## src/rtl/obj_scan_scheduler.sv

```systemverilog
// Per-scanline OBJ scan controller: walks attributes 0..31 and queues covering objects.
// Optional build macro OBJ_SCAN_DOUBLE_SIZE_EN doubles the height of rot/scale double-size objects.
module obj_scan_scheduler #(
    parameter int unsigned DEPTH = 8
) (
    input  logic        clock,
    input  logic        reset,
    input  logic        line_start,
    input  logic [7:0]  vcount,
    output logic [4:0]  attr_no,
    output logic        start,
    input  logic        done,
    input  logic [15:0] A,
    input  logic [15:0] B,
    output logic        obj_valid,
    output logic [4:0]  obj_no,
    input  logic        obj_ready,
    output logic        scan_busy,
    output logic        scan_done,
    output logic        overflow
);

    localparam int unsigned PtrW = (DEPTH > 1) ? $clog2(DEPTH) : 1;
    localparam int unsigned CntW = $clog2(DEPTH + 1);

    typedef enum logic [2:0] {StIdle, StIssue, StWait, StDrain, StDone} state_e;

    state_e          state_q, state_d;
    logic [7:0]      line_q, line_d;
    logic [4:0]      idx_q, idx_d;
    logic            overflow_q, overflow_d;
    logic            pending_q, pending_d;

    logic [4:0]      mem_q [DEPTH];
    logic [PtrW-1:0] rd_ptr_q, wr_ptr_q;
    logic [CntW-1:0] count_q;
    logic            push, pop, room, fifo_clear;

    logic [1:0]      shape, size;
    logic            disabled;
    logic [8:0]      height;
    logic [7:0]      diff;
    logic            hit;
    logic            unused_attr_bits;

    assign unused_attr_bits = ^{A[13:10], B[13:0]};

    // Object height lookup and line coverage test.
    always_comb begin
        shape    = A[15:14];
        size     = B[15:14];
        disabled = !A[8] && A[9];
        height   = 9'd0;
        unique case ({shape, size})
            4'b00_00: height = 9'd8;
            4'b00_01: height = 9'd16;
            4'b00_10: height = 9'd32;
            4'b00_11: height = 9'd64;
            4'b01_00: height = 9'd8;
            4'b01_01: height = 9'd8;
            4'b01_10: height = 9'd16;
            4'b01_11: height = 9'd32;
            4'b10_00: height = 9'd16;
            4'b10_01: height = 9'd32;
            4'b10_10: height = 9'd32;
            4'b10_11: height = 9'd64;
            default:  height = 9'd0;
        endcase
`ifdef OBJ_SCAN_DOUBLE_SIZE_EN
        if (A[8] && A[9]) begin
            height = height << 1;
        end
`endif
        diff = line_q - A[7:0];
        hit  = !disabled && (shape != 2'd3) && ({1'b0, diff} < height);
    end

    assign obj_valid = (count_q != '0);
    assign pop       = obj_valid && obj_ready;
    assign room      = (count_q < CntW'(DEPTH)) || pop;

    always_comb begin
        state_d    = state_q;
        line_d     = line_q;
        idx_d      = idx_q;
        overflow_d = overflow_q;
        pending_d  = pending_q;
        push       = 1'b0;
        fifo_clear = 1'b0;
        start      = 1'b0;
        if (done) begin
            pending_d = 1'b0;
        end
        unique case (state_q)
            StIdle, StDone: begin
                if (line_start) begin
                    line_d     = vcount;
                    idx_d      = 5'd0;
                    fifo_clear = 1'b1;
                    overflow_d = 1'b0;
                    state_d    = StIssue;
                end
            end
            StIssue: begin
                start     = 1'b1;
                pending_d = 1'b1;
                if (line_start) begin
                    line_d  = vcount;
                    state_d = StDrain;
                end else begin
                    state_d = StWait;
                end
            end
            StWait: begin
                // A done coinciding with an abort is dropped; pending_d already clears.
                if (line_start) begin
                    line_d  = vcount;
                    state_d = StDrain;
                end else if (done) begin
                    if (hit && !room) begin
                        overflow_d = 1'b1;
                        state_d    = StDone;
                    end else begin
                        push = hit;
                        if (idx_q == 5'd31) begin
                            state_d = StDone;
                        end else begin
                            idx_d   = idx_q + 5'd1;
                            state_d = StIssue;
                        end
                    end
                end
            end
            StDrain: begin
                if (line_start) begin
                    line_d = vcount;
                end
                if (done || !pending_q) begin
                    idx_d      = 5'd0;
                    fifo_clear = 1'b1;
                    overflow_d = 1'b0;
                    state_d    = StIssue;
                end
            end
            default: state_d = StIdle;
        endcase
    end

    always_ff @(posedge clock or posedge reset) begin
        if (reset) begin
            state_q    <= StIdle;
            line_q     <= 8'd0;
            idx_q      <= 5'd0;
            overflow_q <= 1'b0;
            pending_q  <= 1'b0;
        end else begin
            state_q    <= state_d;
            line_q     <= line_d;
            idx_q      <= idx_d;
            overflow_q <= overflow_d;
            pending_q  <= pending_d;
        end
    end

    always_ff @(posedge clock or posedge reset) begin
        if (reset) begin
            rd_ptr_q <= '0;
            wr_ptr_q <= '0;
            count_q  <= '0;
        end else if (fifo_clear) begin
            rd_ptr_q <= '0;
            wr_ptr_q <= '0;
            count_q  <= '0;
        end else begin
            if (push) begin
                wr_ptr_q <= wr_ptr_q + PtrW'(1);
            end
            if (pop) begin
                rd_ptr_q <= rd_ptr_q + PtrW'(1);
            end
            if (push && !pop) begin
                count_q <= count_q + CntW'(1);
            end else if (pop && !push) begin
                count_q <= count_q - CntW'(1);
            end
        end
    end

    always_ff @(posedge clock) begin
        if (push) begin
            mem_q[wr_ptr_q] <= idx_q;
        end
    end

    assign obj_no    = obj_valid ? mem_q[rd_ptr_q] : 5'd0;
    assign attr_no   = idx_q;
    assign scan_busy = (state_q == StIssue) || (state_q == StWait) || (state_q == StDrain);
    assign scan_done = (state_q == StDone);
    assign overflow  = overflow_q;

endmodule

```

## config.mk

```make
export PLATFORM = sky130hd
export DESIGN_NAME = obj_scan_scheduler
export DESIGN_NICKNAME = d
export VERILOG_FILES = /design/src/rtl/obj_scan_scheduler.sv
export SDC_FILE = /design/constraint.sdc
export NUM_CORES = 1
export LEC_CHECK = 0
export ABC_AREA = 1
export ABC_CLOCK_PERIOD_IN_PS = 3000
export CORE_MARGIN = 3
export CORE_UTILIZATION = 49
export CTS_BUF_LIST = sky130_fd_sc_hd__clkbuf_4
export DETAILED_ROUTE_END_ITERATION = 7
export GPL_ROUTABILITY_DRIVEN = 0
export PLACE_DENSITY = 0.79
export SLEW_MARGIN = 20
export SYNTH_ARGS = -nofsm -noshare
export SYNTH_HDL_FRONTEND = slang
export SYNTH_SLANG_ARGS = --single-unit
```

## constraint.sdc

```tcl
create_clock -name clock -period 3 [get_ports clock]
set_input_delay 0.45 -clock clock [delete_from_list [all_inputs] [get_ports clock]]
set_output_delay 0.45 -clock clock [all_outputs]
set_load 0.02 [all_outputs]
```

==> images/layer_met1.png <==
Scale bar: 20 um. Supply wires on this layer in gray.
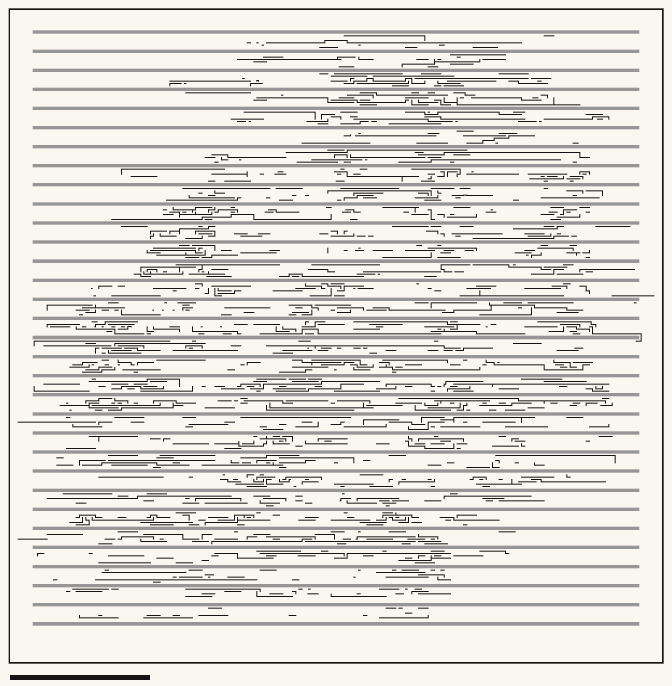
wire length on this layer: 3390 um
longest straight run: 25.3 um
Detailed Route WL: 7790 um
routed via count: 2878
met1 Resource Use GR: 24.20%

==> images/layer_met2.png <==
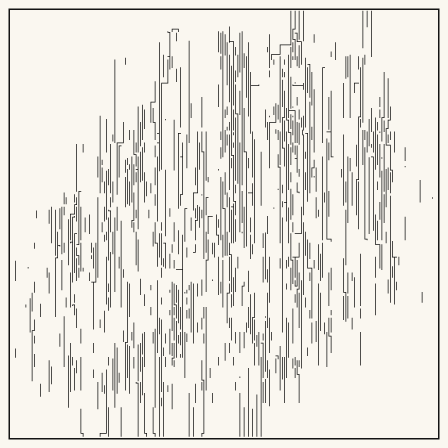
longest straight run: 33.3 um
nets with wire on the layer: 411
main direction: vertical
share of all routed wire: 50%
wire length on this layer: 3880 um
met2 Use GR: 32.39%

==> results.toml <==
# implementation run metrics
[final_timing]
setup_repair_after_global_routing_missed_its_margin = "true"
timing.final.crit_period_ps = 3064
timing.final.setup_violations = 22
finalWorstSetupSlack_ps = -63.71

[yosys]
mux_area_share_pct = 2.130
logic_family = "simple AND/OR/NAND/NOR gates"
yosysChipArea_sq_um = 3701
yosys-stat-cells = 382
synthTopCellsByArea = "sky130_fd_sc_hd__edfxtp_1 (32%), sky130_fd_sc_hd__dfrtp_1 (19%), sky130_fd_sc_hd__ha_1 (6.4%), sky130_fd_sc_hd__nor2_1 (6.3%), sky130_fd_sc_hd__nand2_1 (5.0%)"
xor_area_share_pct = 1.420
yosys_register_bits = 68
yosys-top-cells-count = "sky130_fd_sc_hd__nor2_1 (62), sky130_fd_sc_hd__nand2_1 (49), sky130_fd_sc_hd__inv_1 (42), sky130_fd_sc_hd__edfxtp_1 (40), sky130_fd_sc_hd__dfrtp_1 (28)"
synth_area_sq_um = 3701
synthesis.instances = 382

[power]
power_frac_comb_pct = 47.7
total_power_w = 0.003637
maxPowerGroup = "combinational logic"
clock_group_total_power_w = 0.000689
powerComb_w = 0.00173
seq_power_share_pct = 33.4

[floorplanning]
floorplan.rows = 31
fp_util_pct = 50.75
tapcell.inserted = 99
fp.dieArea_sq_um = 8632

[finish]
final_nets = 522
nNonClkInverters = 52
final_layout_size_suffix_gt1_share_pct = 24.46
final_cell_mix = "sky130_fd_sc_hd__nor2_1 (58), sky130_fd_sc_hd__nand2_1 (46), sky130_fd_sc_hd__edfxtp_1 (40)"
top_register = "mem_q"
areaGrowthSynthToFinish_pct = 28.87
comb_share_pct = 36.33
highest_count_logic_cell_in_the_final_layout = "sky130_fd_sc_hd__nor2_1"
share_of_cell_area_taken_by_flip_flops_and_latches_pct = 39.87
clock_area_share_pct = 3.489
regArea_sq_um = 1902
nFlopsAndLatches = 68
nClkBuffers = 9

[clocking]
insertion_delay_ps = 410
postCtsSetupBuffers = 0
cts_repair_resize_count = 6
post_cts_clock_slew_at_the_launch_and_capture_registers_of_the_worst_setup_and_hold_paths_ps = 120

[global_routing]
grt.total_usage_pct = 19.21
grt.overflow.total = 0
grt_start_max_net_pins = 29
top_usage_layer = "met2"

[setup_path]
critical_path.endpoint_type = "flop"
critPathSlowestCell = "sky130_fd_sc_hd__clkdlybuf4s50_1"
path_delay_family = "simple AND/OR/NAND/NOR gates"
crit_required_ps = 3300
crit_path_arrival_time_ps = 3370
critical_path.n_buffers_inverters = 3
setup.worst_path.start = "A[4]"
rr_endpoint = "count_q[3]"

[routing]
route.met3.wl_um = 415
drt_wl_cell_um = 13.86
post-route-drc-count = 0
highest_layer = "met4"
routed_via_density = 5.121

[run_status]
status = "finished with violations"
violations = "negative setup slack"

[job]
stage_log_warnings = 50
timing.max_cap.violations = 0

[place]
placed_cells = 540
==> images/layer_met3.png <==
Scale bar: 20 um. Cells faint in the background.
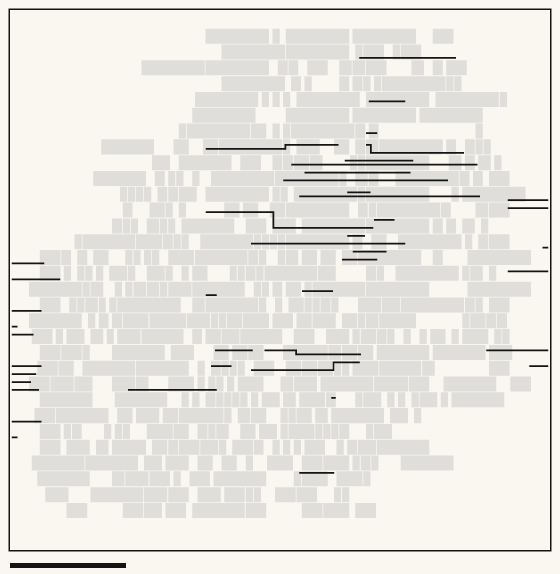
nets with wire on the layer: 35
longest straight run: 31.7 um
main direction: horizontal
share of all routed wire: 5.3%
wire length on this layer: 415 um

==> images/clocks.png <==
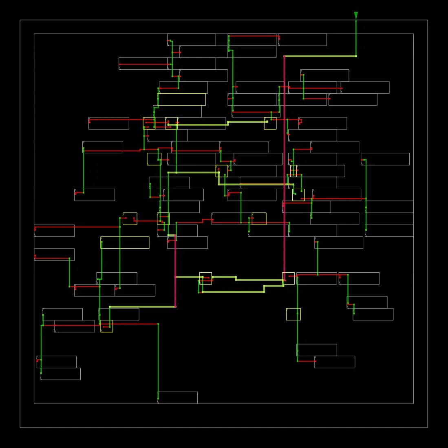
Inserted Clock Buffers: 9
number of clock sinks: 68
Worst Skew: 15.60 ps

